### config.mk
export PLATFORM = sky130hd
export DESIGN_NAME = pc_sequencer
export DESIGN_NICKNAME = d
export VERILOG_FILES = /design/src/rtl/pc_sequencer.sv
export SDC_FILE = /design/constraint.sdc
export NUM_CORES = 1
export LEC_CHECK = 0
export CORE_MARGIN = 5
export CORE_UTILIZATION = 47
export DETAILED_ROUTE_END_ITERATION = 8
export GPL_TIMING_DRIVEN = 1
export PLACE_DENSITY = 0.73
export SYNTH_ARGS = -nofsm -noshare
export SYNTH_HDL_FRONTEND = slang
export SYNTH_SLANG_ARGS = --single-unit
### constraint.sdc
create_clock -name clock -period 3.84 [get_ports clock]
set_input_delay 0.384 -clock clock [delete_from_list [all_inputs] [get_ports clock]]
set_output_delay 0.384 -clock clock [all_outputs]
set_load 0.01 [all_outputs]
### src/rtl/pc_sequencer.sv
// ============================================================================
// Module   : pc_sequencer
// Function : program counter with branch evaluation, jump and a hardware
//            return-address stack (JSR/RTS) with overflow/underflow flags
// Revision : 1.0 - initial release
// ============================================================================
`default_nettype none

module pc_sequencer #(
  parameter int                 ADDR_W      = 32,
  parameter int                 STACK_DEPTH = 8,
  parameter logic [ADDR_W-1:0]  RESET_PC    = '0,
  parameter logic [ADDR_W-1:0]  INC_STEP    = ADDR_W'(1)
) (
  input  logic                           clock,
  input  logic                           reset,
  input  logic                           advance,
  input  logic                           branch_en,
  input  logic [2:0]                     branch_cond,
  input  logic                           zero_flag,
  input  logic                           neg_flag,
  input  logic                           jump,
  input  logic                           jsr,
  input  logic                           rts,
  input  logic [ADDR_W-1:0]              target,
  output logic [ADDR_W-1:0]              pc,
  output logic                           taken,
  output logic [ADDR_W-1:0]              tos,
  output logic [$clog2(STACK_DEPTH):0]   sp,
  output logic                           stack_full,
  output logic                           stack_empty,
  output logic                           err_overflow,
  output logic                           err_underflow
);

  localparam int                c_IDX_W = $clog2(STACK_DEPTH);
  localparam int                c_SP_W  = c_IDX_W + 1;
  localparam logic [c_SP_W-1:0] c_DEPTH = c_SP_W'(STACK_DEPTH);

  localparam logic [2:0] c_BEQ = 3'b000;
  localparam logic [2:0] c_BNE = 3'b001;
  localparam logic [2:0] c_BMI = 3'b010;
  localparam logic [2:0] c_BPL = 3'b011;
  localparam logic [2:0] c_BRA = 3'b100;

  logic [ADDR_W-1:0]  r_pc;
  logic [c_SP_W-1:0]  r_sp;
  logic               r_taken;
  logic               r_err_ov;
  logic               r_err_un;
  logic [ADDR_W-1:0]  r_stack [STACK_DEPTH];

  logic               w_cond_true;
  logic               w_full;
  logic               w_empty;
  logic [ADDR_W-1:0]  w_inc;
  logic [c_IDX_W-1:0] w_push_idx;
  logic [c_IDX_W-1:0] w_top_idx;
  logic [ADDR_W-1:0]  w_pc_nxt;
  logic [c_SP_W-1:0]  w_sp_nxt;
  logic               w_taken_nxt;
  logic               w_push;
  logic               w_ov_nxt;
  logic               w_un_nxt;

  always_comb begin
    w_cond_true = 1'b0;
    case (branch_cond)
      c_BEQ:   w_cond_true = zero_flag;
      c_BNE:   w_cond_true = !zero_flag;
      c_BMI:   w_cond_true = neg_flag;
      c_BPL:   w_cond_true = !neg_flag && !zero_flag;
      c_BRA:   w_cond_true = 1'b1;
      default: w_cond_true = 1'b0;
    endcase
  end

  assign w_full     = (r_sp == c_DEPTH);
  assign w_empty    = (r_sp == '0);
  assign w_inc      = r_pc + INC_STEP;
  // Low bits of sp address the next free slot; when full they wrap to 0,
  // so top-of-stack is always one below that.
  assign w_push_idx = r_sp[c_IDX_W-1:0];
  assign w_top_idx  = w_push_idx - c_IDX_W'(1);

  always_comb begin
    w_pc_nxt    = r_pc;
    w_sp_nxt    = r_sp;
    w_taken_nxt = 1'b0;
    w_push      = 1'b0;
    w_ov_nxt    = r_err_ov;
    w_un_nxt    = r_err_un;
    if (rts) begin
      if (!w_empty) begin
        w_pc_nxt    = r_stack[w_top_idx];
        w_sp_nxt    = r_sp - c_SP_W'(1);
        w_taken_nxt = 1'b1;
      end else begin
        w_un_nxt    = 1'b1;
      end
    end else if (jsr) begin
      if (!w_full) begin
        w_push      = 1'b1;
        w_sp_nxt    = r_sp + c_SP_W'(1);
        w_pc_nxt    = target;
        w_taken_nxt = 1'b1;
      end else begin
        w_ov_nxt    = 1'b1;
      end
    end else if (jump || (branch_en && w_cond_true)) begin
      w_pc_nxt    = target;
      w_taken_nxt = 1'b1;
    end else if (advance) begin
      w_pc_nxt    = w_inc;
    end
  end

  always_ff @(posedge clock) begin
    if (reset) begin
      r_pc     <= RESET_PC;
      r_sp     <= '0;
      r_taken  <= 1'b0;
      r_err_ov <= 1'b0;
      r_err_un <= 1'b0;
      for (int i = 0; i < STACK_DEPTH; i++) begin
        r_stack[i] <= '0;
      end
    end else begin
      r_pc     <= w_pc_nxt;
      r_sp     <= w_sp_nxt;
      r_taken  <= w_taken_nxt;
      r_err_ov <= w_ov_nxt;
      r_err_un <= w_un_nxt;
      if (w_push) begin
        r_stack[w_push_idx] <= w_inc;
      end
    end
  end

  assign pc            = r_pc;
  assign taken         = r_taken;
  assign sp            = r_sp;
  assign tos           = w_empty ? '0 : r_stack[w_top_idx];
  assign stack_full    = w_full;
  assign stack_empty   = w_empty;
  assign err_overflow  = r_err_ov;
  assign err_underflow = r_err_un;

endmodule

`default_nettype wire

Fig. 1: power grid
The bar under the picture is 50 um long. Pins as bars on the die edge. Tap cells in gray.
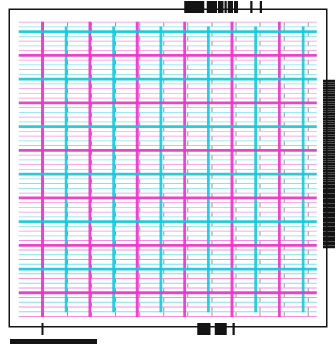
VDD -> cyan
VSS -> magenta
signal pins = 117
met5 straps = 12
rows = 62
Die Y: 181 um
Die Wd: 181 um

Fig. 2: cells colored by class
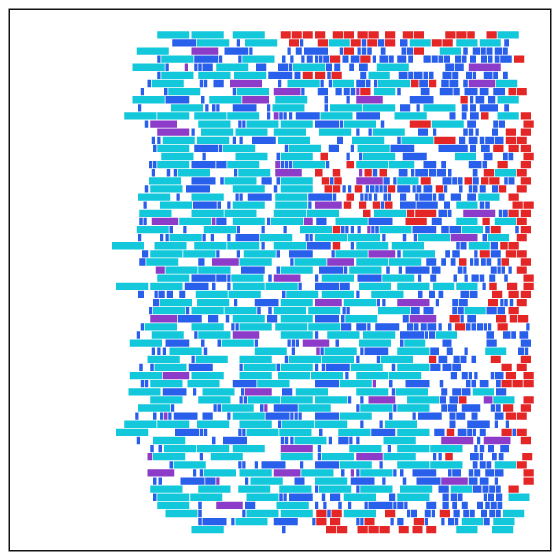
clock drivers and dummy loads -> purple  # cells 53, share of their area 6.4%
remaining logic cells -> blue  # cells 714, share of their area 31%
registers -> cyan  # cells 295, share of their area 53%
remaining buffers and delay cells -> red  # cells 161, share of their area 9.7%

==> results.toml <==
# physical design summary
[finish]
dominant_cells = "sequential cells"
final_layout_top_logic_cells = "nor2_1 (313), edfxtp_1 (256), clkdlybuf4s50_1 (116)"
drive_above_1_share_pct = 14.4
post_layout_nonfiller_instances = 1608

[pwr]
largestPowerGroup = "combinational cells"
switchingPower_mw = 5.01
intPower_mw = 8.44

[sta]
rsz0062_at_grt = "no"

[global_routing]
grt_pass1_wl_um = 58600
top_usage_layer = "met2"
antenna_found_initial = 0
grt_overflow = 0

[clock_network]
clk_pin_slew_worst_paths_ns = 0.06
postCtsSetupRepairBufs = 0
cts.path.max_buffers = 3

[logic_synthesis]
xor_share_pct = 2.10

[outcome]
outcome = "completed"

[placed_design]
dp.final_hpwl_um = 24300

[critical_path]
critPathRequiredTime_ns = 3.46
arrival_ns = 3.28
==> worst min-delay path by stage <==
| stage | start | slack [ns] | end |
|---|---|---|---|
| after floorplan | err_underflow$_SDFFE_PP0P_ | 0.50 | err_underflow$_SDFFE_PP0P_ |
| after global placement | err_underflow$_SDFFE_PP0P_ | 0.45 | err_underflow$_SDFFE_PP0P_ |
| after detailed placement | err_underflow$_SDFFE_PP0P_ | 0.46 | err_underflow$_SDFFE_PP0P_ |
| after CTS | err_underflow$_SDFFE_PP0P_ | 0.47 | err_underflow$_SDFFE_PP0P_ |
| after global routing | err_underflow$_SDFFE_PP0P_ | 0.53 | err_underflow$_SDFFE_PP0P_ |
| final | err_underflow$_SDFFE_PP0P_ | 0.47 | err_underflow$_SDFFE_PP0P_ |
